===== config.mk =====
export PLATFORM = sky130hd
export DESIGN_NAME = tail_light_sequencer
export DESIGN_NICKNAME = d
export VERILOG_FILES = /design/src/rtl/tail_light_pkg.sv /design/src/rtl/tail_light_sequencer_step_timer.sv /design/src/rtl/tail_light_sequencer.sv
export SDC_FILE = /design/constraint.sdc
export NUM_CORES = 1
export LEC_CHECK = 0
export CORE_MARGIN = 2
export CORE_UTILIZATION = 30
export CTS_BUF_LIST = sky130_fd_sc_hd__clkbuf_4 sky130_fd_sc_hd__clkbuf_8
export CTS_CLUSTER_SIZE = 25
export DETAILED_ROUTE_END_ITERATION = 8
export PLACE_DENSITY = 0.57
export SLEW_MARGIN = 20
export SYNTH_ARGS = -nofsm -noshare
export SYNTH_HDL_FRONTEND = slang
export SYNTH_HIERARCHICAL = 1
export SYNTH_SLANG_ARGS = --single-unit
export TNS_END_PERCENT = 5

===== constraint.sdc =====
create_clock -name clk -period 9.6 [get_ports clk]
set_input_delay 1.92 -clock clk [delete_from_list [all_inputs] [get_ports clk]]
set_output_delay 1.92 -clock clk [all_outputs]
set_load 0.01 [all_outputs]

===== src/rtl/tail_light_pkg.sv =====
// Shared encodings for the tail-light sequencer: FSM states, brightness levels
// and side selection codes.
package tail_light_pkg;

    localparam logic [1:0] IDLE  = 2'd0;
    localparam logic [1:0] RAMP  = 2'd1;
    localparam logic [1:0] HOLD  = 2'd2;
    localparam logic [1:0] BLANK = 2'd3;

    localparam logic [7:0] LEVEL0 = 8'h03;
    localparam logic [7:0] LEVEL1 = 8'h0F;
    localparam logic [7:0] LEVEL2 = 8'h3F;
    localparam logic [7:0] LEVEL3 = 8'hFF;

    localparam int unsigned LAMPS_PER_SIDE = 3;
    localparam logic [1:0]  LAST_LEVEL     = 2'd3;
    localparam logic [1:0]  LAST_LAMP      = 2'(LAMPS_PER_SIDE - 1);

    localparam logic [1:0] SIDE_NONE  = 2'd0;
    localparam logic [1:0] SIDE_LEFT  = 2'd1;
    localparam logic [1:0] SIDE_RIGHT = 2'd2;
    localparam logic [1:0] SIDE_BOTH  = 2'd3;

    function automatic logic [7:0] level_of(input logic [1:0] v);
        logic [7:0] lvl;
        case (v)
            2'd0:    lvl = LEVEL0;
            2'd1:    lvl = LEVEL1;
            2'd2:    lvl = LEVEL2;
            default: lvl = LEVEL3;
        endcase
        return lvl;
    endfunction

endpackage


===== src/rtl/tail_light_sequencer_step_timer.sv =====
// Step prescaler: pulses tick on the last of every TICK_DIV cycles while run
// is high; the count is held at zero whenever run is low.
module step_timer #(
    parameter int unsigned TICK_DIV = 1_000_000
) (
    input  logic clk,
    input  logic reset,
    input  logic run,
    output logic tick
);

    localparam int unsigned     CNT_W = (TICK_DIV > 1) ? $clog2(TICK_DIV) : 1;
    localparam logic [CNT_W-1:0] LAST = CNT_W'(TICK_DIV - 1);

    logic [CNT_W-1:0] count;

    always_ff @(posedge clk) begin
        if (reset || !run) begin
            count <= '0;
        end else if (count == LAST) begin
            count <= '0;
        end else begin
            count <= count + CNT_W'(1);
        end
    end

    assign tick = run && (count == LAST);

endmodule


===== src/rtl/tail_light_sequencer.sv =====
// Sequential fading turn-indicator driving six PWM duty inputs (three per side).
// Define TAIL_HAZARD_EN to add the hazard input and dual-side sequencing.
module tail_light_sequencer #(
    parameter int unsigned TICK_DIV = 1_000_000,
    parameter int unsigned DUTY_W   = 8
) (
    input  logic                  clk,
    input  logic                  reset,
`ifdef TAIL_HAZARD_EN
    input  logic                  hazard,
`endif
    input  logic                  left,
    input  logic                  right,
    output logic [3*DUTY_W-1:0]   duty_left,
    output logic [3*DUTY_W-1:0]   duty_right,
    output logic                  active_left,
    output logic                  active_right
);

    import tail_light_pkg::*;

    localparam logic [DUTY_W-1:0] FULL = DUTY_W'(LEVEL3);

    logic [1:0] state, state_n;
    logic [1:0] lamp, lamp_n;
    logic [1:0] lvl, lvl_n;
    logic       side_right, side_right_n;
    logic       side_both_n;
`ifdef TAIL_HAZARD_EN
    logic       side_both;
`endif

    logic       tick;
    logic [1:0] req;
    logic       start;

    logic [3*DUTY_W-1:0] lamp_vec_n;
    logic                running_n;
    logic                left_sel_n;
    logic                right_sel_n;

    step_timer #(
        .TICK_DIV (TICK_DIV)
    ) u_step_timer (
        .clk   (clk),
        .reset (reset),
        .run   (state != IDLE),
        .tick  (tick)
    );

    // Hazard overrides the turn switches; both turn switches together never start.
    always_comb begin
        req = SIDE_NONE;
        if (left && !right) begin
            req = SIDE_LEFT;
        end else if (right && !left) begin
            req = SIDE_RIGHT;
        end
`ifdef TAIL_HAZARD_EN
        if (hazard) begin
            req = SIDE_BOTH;
        end
`endif
    end

    assign start = (req != SIDE_NONE);

    always_comb begin
        state_n      = state;
        lamp_n       = lamp;
        lvl_n        = lvl;
        side_right_n = side_right;
`ifdef TAIL_HAZARD_EN
        side_both_n  = side_both;
`else
        side_both_n  = 1'b0;
`endif
        case (state)
            IDLE: begin
                if (start) begin
                    state_n      = RAMP;
                    lamp_n       = '0;
                    lvl_n        = '0;
                    side_right_n = (req == SIDE_RIGHT);
                    side_both_n  = (req == SIDE_BOTH);
                end
            end
            RAMP: begin
                if (tick) begin
                    if (lvl != LAST_LEVEL) begin
                        lvl_n = lvl + 2'd1;
                    end else if (lamp != LAST_LAMP) begin
                        lamp_n = lamp + 2'd1;
                        lvl_n  = '0;
                    end else begin
                        state_n = HOLD;
                    end
                end
            end
            HOLD: begin
                if (tick) begin
                    state_n = BLANK;
                end
            end
            BLANK: begin
                if (tick) begin
                    if (start) begin
                        state_n      = RAMP;
                        lamp_n       = '0;
                        lvl_n        = '0;
                        side_right_n = (req == SIDE_RIGHT);
                        side_both_n  = (req == SIDE_BOTH);
                    end else begin
                        state_n = IDLE;
                    end
                end
            end
            default: state_n = IDLE;
        endcase
    end

    // Output image is built from the next state so the duty registers line up
    // with the state registers on every edge.
    always_comb begin
        lamp_vec_n = '0;
        for (int unsigned i = 0; i < LAMPS_PER_SIDE; i++) begin
            if (state_n == HOLD || (state_n == RAMP && 2'(i) < lamp_n)) begin
                lamp_vec_n[i*DUTY_W +: DUTY_W] = FULL;
            end else if (state_n == RAMP && 2'(i) == lamp_n) begin
                lamp_vec_n[i*DUTY_W +: DUTY_W] = DUTY_W'(level_of(lvl_n));
            end
        end
    end

    assign running_n   = (state_n != IDLE);
    assign left_sel_n  = running_n && (side_both_n || !side_right_n);
    assign right_sel_n = running_n && (side_both_n || side_right_n);

    always_ff @(posedge clk) begin
        if (reset) begin
            state        <= IDLE;
            lamp         <= '0;
            lvl          <= '0;
            side_right   <= 1'b0;
`ifdef TAIL_HAZARD_EN
            side_both    <= 1'b0;
`endif
            duty_left    <= '0;
            duty_right   <= '0;
            active_left  <= 1'b0;
            active_right <= 1'b0;
        end else begin
            state        <= state_n;
            lamp         <= lamp_n;
            lvl          <= lvl_n;
            side_right   <= side_right_n;
`ifdef TAIL_HAZARD_EN
            side_both    <= side_both_n;
`endif
            duty_left    <= left_sel_n  ? lamp_vec_n : '0;
            duty_right   <= right_sel_n ? lamp_vec_n : '0;
            active_left  <= left_sel_n;
            active_right <= right_sel_n;
        end
    end

endmodule


Fig. 1: run 1, routed clock nets over the placement
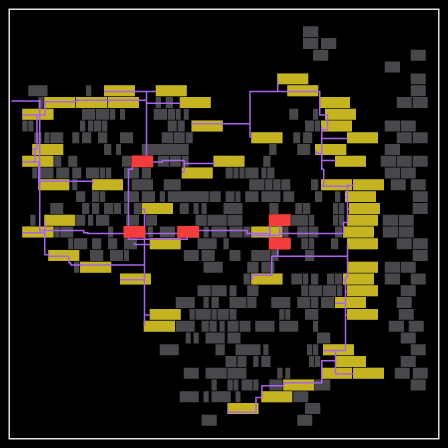
- yellow: flip-flops (count 53)
- purple: clock wires (length 569 um)
- red: clock-net drivers (count 5)
- routed clock nets: 6

Fig. 2: run 1, gate-type map
The bar under the picture is 20 um long.
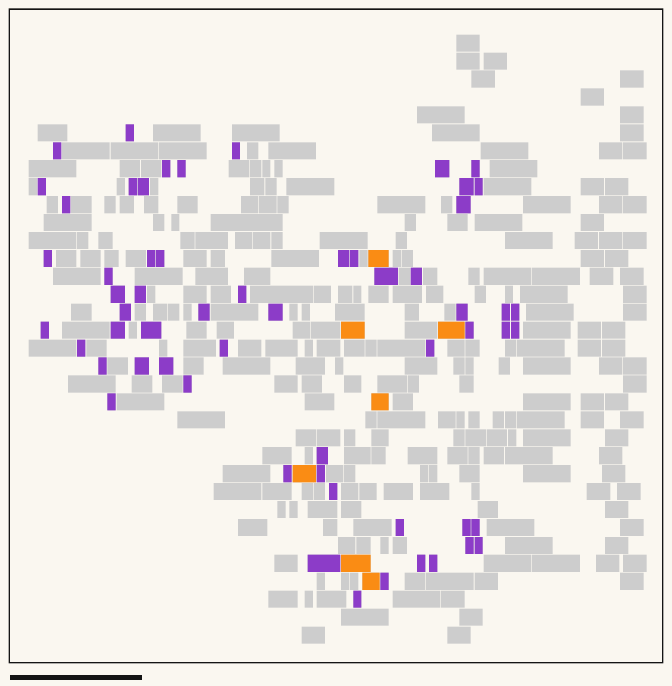
- purple: nor cells (cells 59)
- orange: non-inverting ao/oa cells (cells 7)
share of cell area taken by multi-input logic gates: 40.8%
filler-free cell count of the finished design: 441

Fig. 3: run 1, routing congestion map
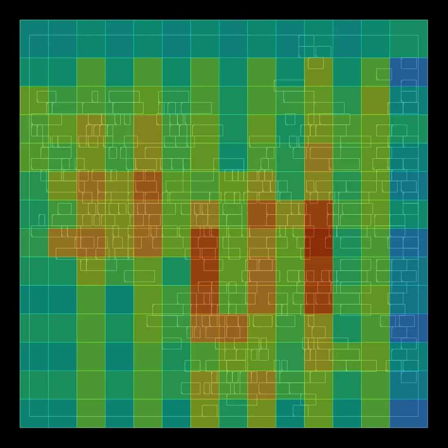
fraction of met3 tracks used by global routing: 2.70%
Tot GR Track Use: 10.7%

Fig. 4: run 1, metal layers overlaid
The bar under the picture is 20 um long.
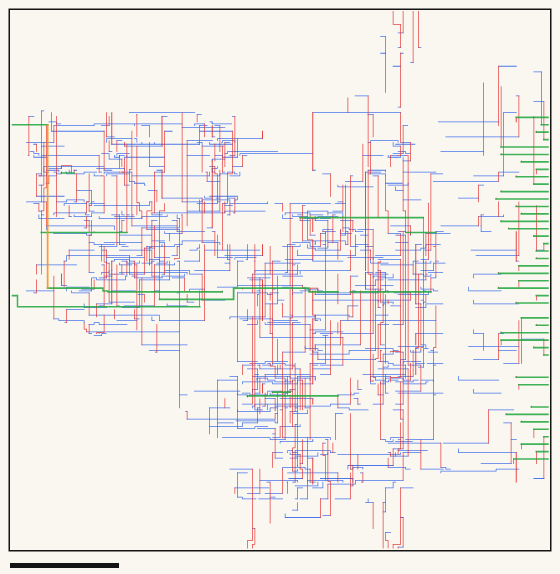
- orange: M4 (wire length 29.9 um)
- green: M3 (wire length 392 um)
- red: M2 (wire length 2340 um)
- blue: M1 (wire length 2340 um)

==> deck_impl_summary.md, run 1 <==
Implementation Results

Worst setup path
  – Number of buffers and inverters on the critical path: 3
  – WP data required: 9.84 ns
  – Critical path origin: left

Cells and area
  – Area overhead of the layout relative to synthesis: 21.3%
  – Fin nets: 350
  – Mi-comb count: 195

Drt
  – WL final: 5100 um
  – Wire length per cell: 11.6 um
  – Iteration-0 DRC count of the detailed router: 86

Power and ir drop
  – Sequential cell fraction of total power: 54.5%
  – Clock group: 0.149 mW
  – Power spent charging and discharging nets: 0.0947 mW
  – Power density normalized to cell area: 125 mW/mm^2
  – Seq group: 0.224 mW
  – Combinational power: roughly 0.037 mW
  – Clock share of power: between 30% and 40%
  – Static Leak: 1.10 nW

Global routing
  – Largest net degree at the start of global routing: 21
  – Wire length of the first global-routing pass: 8910 um

Clock network
  – Number of buffers on the longest clock path: 2
  – CTS H-tree lvls: 2
  – Post-CTS Repair Setup Buffers: 0
  – Number of buffers inserted during clock tree synthesis: 5
  – CTS tree: built

Yosys
  – Count leader, synth: sky130_fd_sc_hd__dfxtp_1
  – Most area-hungry cell type in the Yosys netlist: sky130_fd_sc_hd__dfxtp_1
  – Synthesized net count: 317

Worst hold path
  – Beginning of the worst hold path: u_step_timer/count[19]

Status
  – Outcome: finished clean

Floorplanning
  – Area of the die: 0.00978 sq mm

Run
  – Max-capacitance violation count: 0
-- run 1: how the worst max path moves through the flow --
stage / end / slack (ns) / cells past startpoint
CTS: duty_left[7] / 5.22 / 14
global placement: duty_left[7] / 4.97 / 14
detailed placement: duty_left[11] / 4.90 / 12
finish: duty_left[7] / 5.22 / 15
global route: duty_left[11] / 4.86 / 12
floorplan: duty_right[5] / 5.69 / 11
-- run 1: cells by family after synthesis --
family / after synthesis / share of synthesized area [%]
DFF: 53 / 39.3
xor gates and xnor gates: 15 / 4.87
adders and majority gates: 14 / 6.49
buffers and inverters: 51 / 11.2
and+or+nand+nor: 110 / 22.2
AOI/OAI and AO/OA: 56 / 15.9
-- run 1: cell usage in the layout, fill, tap and decap left out, drive strengths merged, types with 3 or more instances in the layout --
cell / n
a21boi: 5
a21oi: 16
clkbuf: 5
clkdlybuf4s50: 53
dfxtp: 53
ha: 14
inv: 23
nand2: 11
nand3: 12
nand4: 4
nor2: 40
nor2b: 4
nor3: 9
nor4: 5
o211ai: 3
o21a: 3
o21ai: 15
or3: 6
or4: 3
xnor2: 12
xor2: 3
-- run 1: through the flow --
step / hold slack, ns / area, sq um / worst slack, ns
5_1_grt: 0.527 / 3270 / 4.86
3_5_place_dp: 0.473 / 3160 / 4.90
3_3_place_gp: 0.467 / 3160 / 4.97
2_1_floorplan: 0.441 / 2700 / 5.69
4_1_cts: 0.493 / 3270 / 5.22
6_report: 0.493 / 3270 / 5.22
-- run 1: per-layer routing --
metal,wire [um],up-vias,global-route usage [%]
li1,-,1080,-
met1,2340,965,13.7
met2,2340,63,18.0
met3,392,2,2.70
met4,29,0,2.85
met5,0,-,0
Fig. 5: run 1, cell density map
The die is cut into 10 by 10 equal tiles; dark blue is low, red is high, 0 to 100% covered.
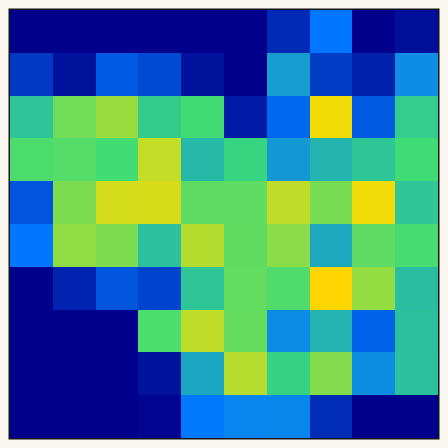

--- run 2 (diff from run 1) ---
- clock period: 9.6 -> 4.3 ns (I/O delays scaled with it)
Fig. 6: run 2, cell density map
The die is cut into 10 by 10 equal tiles; dark blue is low, red is high, 0 to 100% covered.
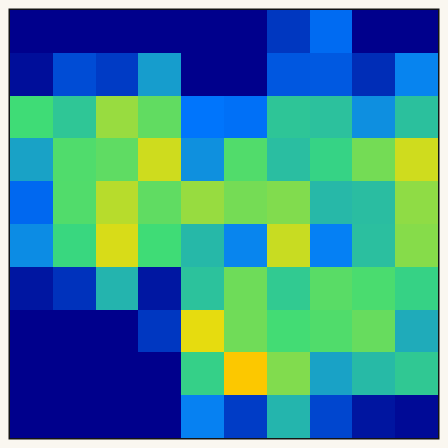
- fullest tile: 77%
- mean over tiles: 32%
- nearly empty tiles: 21%

Fig. 7: run 2, routing congestion map
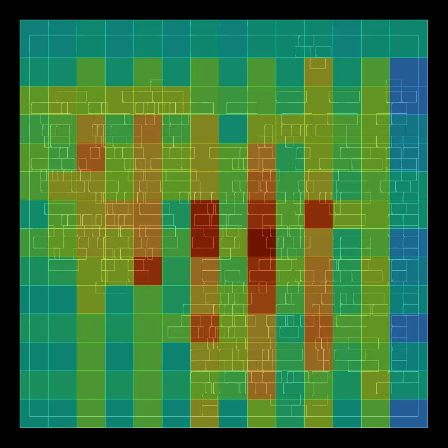
met1 Use GR: 12.9%
wire length per cell: 11.7 um

Fig. 8: run 2, gate-type map
The bar under the picture is 20 um long.
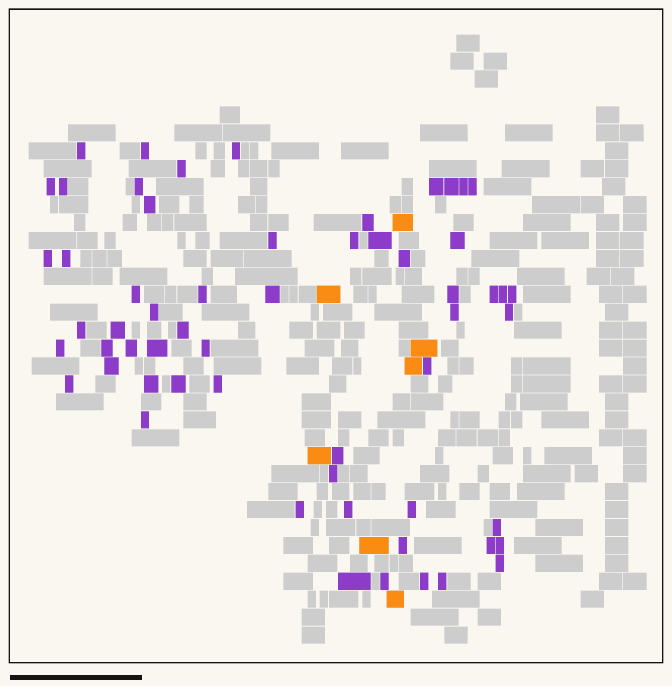
share of cell area taken by multi-input logic gates: 41.1%

==> run 2 against run 1 <==
Against the previous run: cell count stayed put; worst hold slack worse by 0.0025 ns; utilization is 0.26 points lower; largest cell class unchanged; setup slack lost 4.5 ns; cell area is 0.69% lower.
==> deck_impl_summary.md, run 2 <==
Implementation Results

STA
  – Smallest setup slack after layout: 0.743 ns (-4.47 ns)
  – Worst hold-check slack: 0.490 ns (-0.00248 ns)

Cells and area
  – Area overhead of the layout relative to synthesis: 20.4%
  – Fin nets: 350 (unchanged)
  – Area of all placed cells without fillers: 0.00325 sq mm (-0.69%)

Power and ir drop
  – Sequential cell fraction of total power: 57.7% (+3.2 points)
  – Power density normalized to cell area: 266 mW/mm^2 (+110%)
  – Power spent charging and discharging nets: 0.213 mW (+120%)

Placement
  – Post-place instance area: 0.00316 sq mm (unchanged)

Global routing
  – Wire length of the first global-routing pass: 8980 um (+0.70%)
  – Tot GR Track Use: 11.0% (+0.33 points)
  – Largest net degree at the start of global routing: 21 (unchanged)

Run
  – Max-capacitance violation count: 0 (unchanged)

Worst setup path
  – CP Capture Point: duty_left[15]
  – WP data required: 4.49 ns (-5.35 ns)

Clock network
  – CTS tree: built
  – Post-CTS Repair Setup Buffers: 0 (unchanged)
  – Number of buffers on the longest clock path: 2 (unchanged)

Drt
  – Iteration-0 DRC count of the detailed router: 64 (-26%)

Status
  – Outcome: finished clean
[run 2: netlist changes by cell type in the layout (fill, tap and decap cells not counted), sizes merged]
| cell | change |
|---|---|
| bufinv | -1 |
| clkbuf | +1 |
[run 2: metal layers]
metal	GRT usage (%)	part of all wire (%)	vias up
li1	-	-	1073
met1	12.9	46	946
met2	19.9	47	52
met3	2.62	5.6	6
met4	3.48	1.2	0
met5	0	0	-
[run 2: final cells by class]
| type | count | area, sq um | area share [%] |
|---|---|---|---|
| tap | 108 | 135 | 4.16 |
| clock inverter | 2 | 13.8 | 0.423 |
| sequential | 53 | 1060 | 32.6 |
| clock buffer | 6 | 76.3 | 2.35 |
| inverter | 23 | 91.3 | 2.81 |
| timing repair buffer | 54 | 538 | 16.5 |
| multi-input combinational | 195 | 1340 | 41.1 |
[run 2: critical path: cells and delay by family (launching register included)]
family | cells | cell delay [ns]
and+or+nand+nor | 5 | 1.27
AOI/OAI and AO/OA | 7 | 1.02
adders and majority gates | 2 | 0.44
buffers and inverters | 2 | 0.31
DFF | 1 | 0.41
[run 2: power groups by stage]
stage               logic (mW)  registers, mW  clock network, mW
global route            0.0943          0.500              0.314
floorplan               0.0628          0.512                  0
global placement        0.0839          0.510                  0
CTS                     0.0845          0.499              0.296
finish                  0.0836          0.499              0.282
detailed placement      0.0842          0.511                  0
[run 2: cells by family after synthesis]
| logic type | Yosys count | share of synthesized area [%] |
|---|---|---|
| adders and majority gates | 14 | 6.49 |
| and+or+nand+nor | 110 | 22.2 |
| AOI/OAI and AO/OA | 56 | 15.9 |
| DFF | 53 | 39.3 |
| xor gates and xnor gates | 15 | 4.87 |
| buffers and inverters | 51 | 11.2 |
Power is estimated from default activity; no workload was simulated.
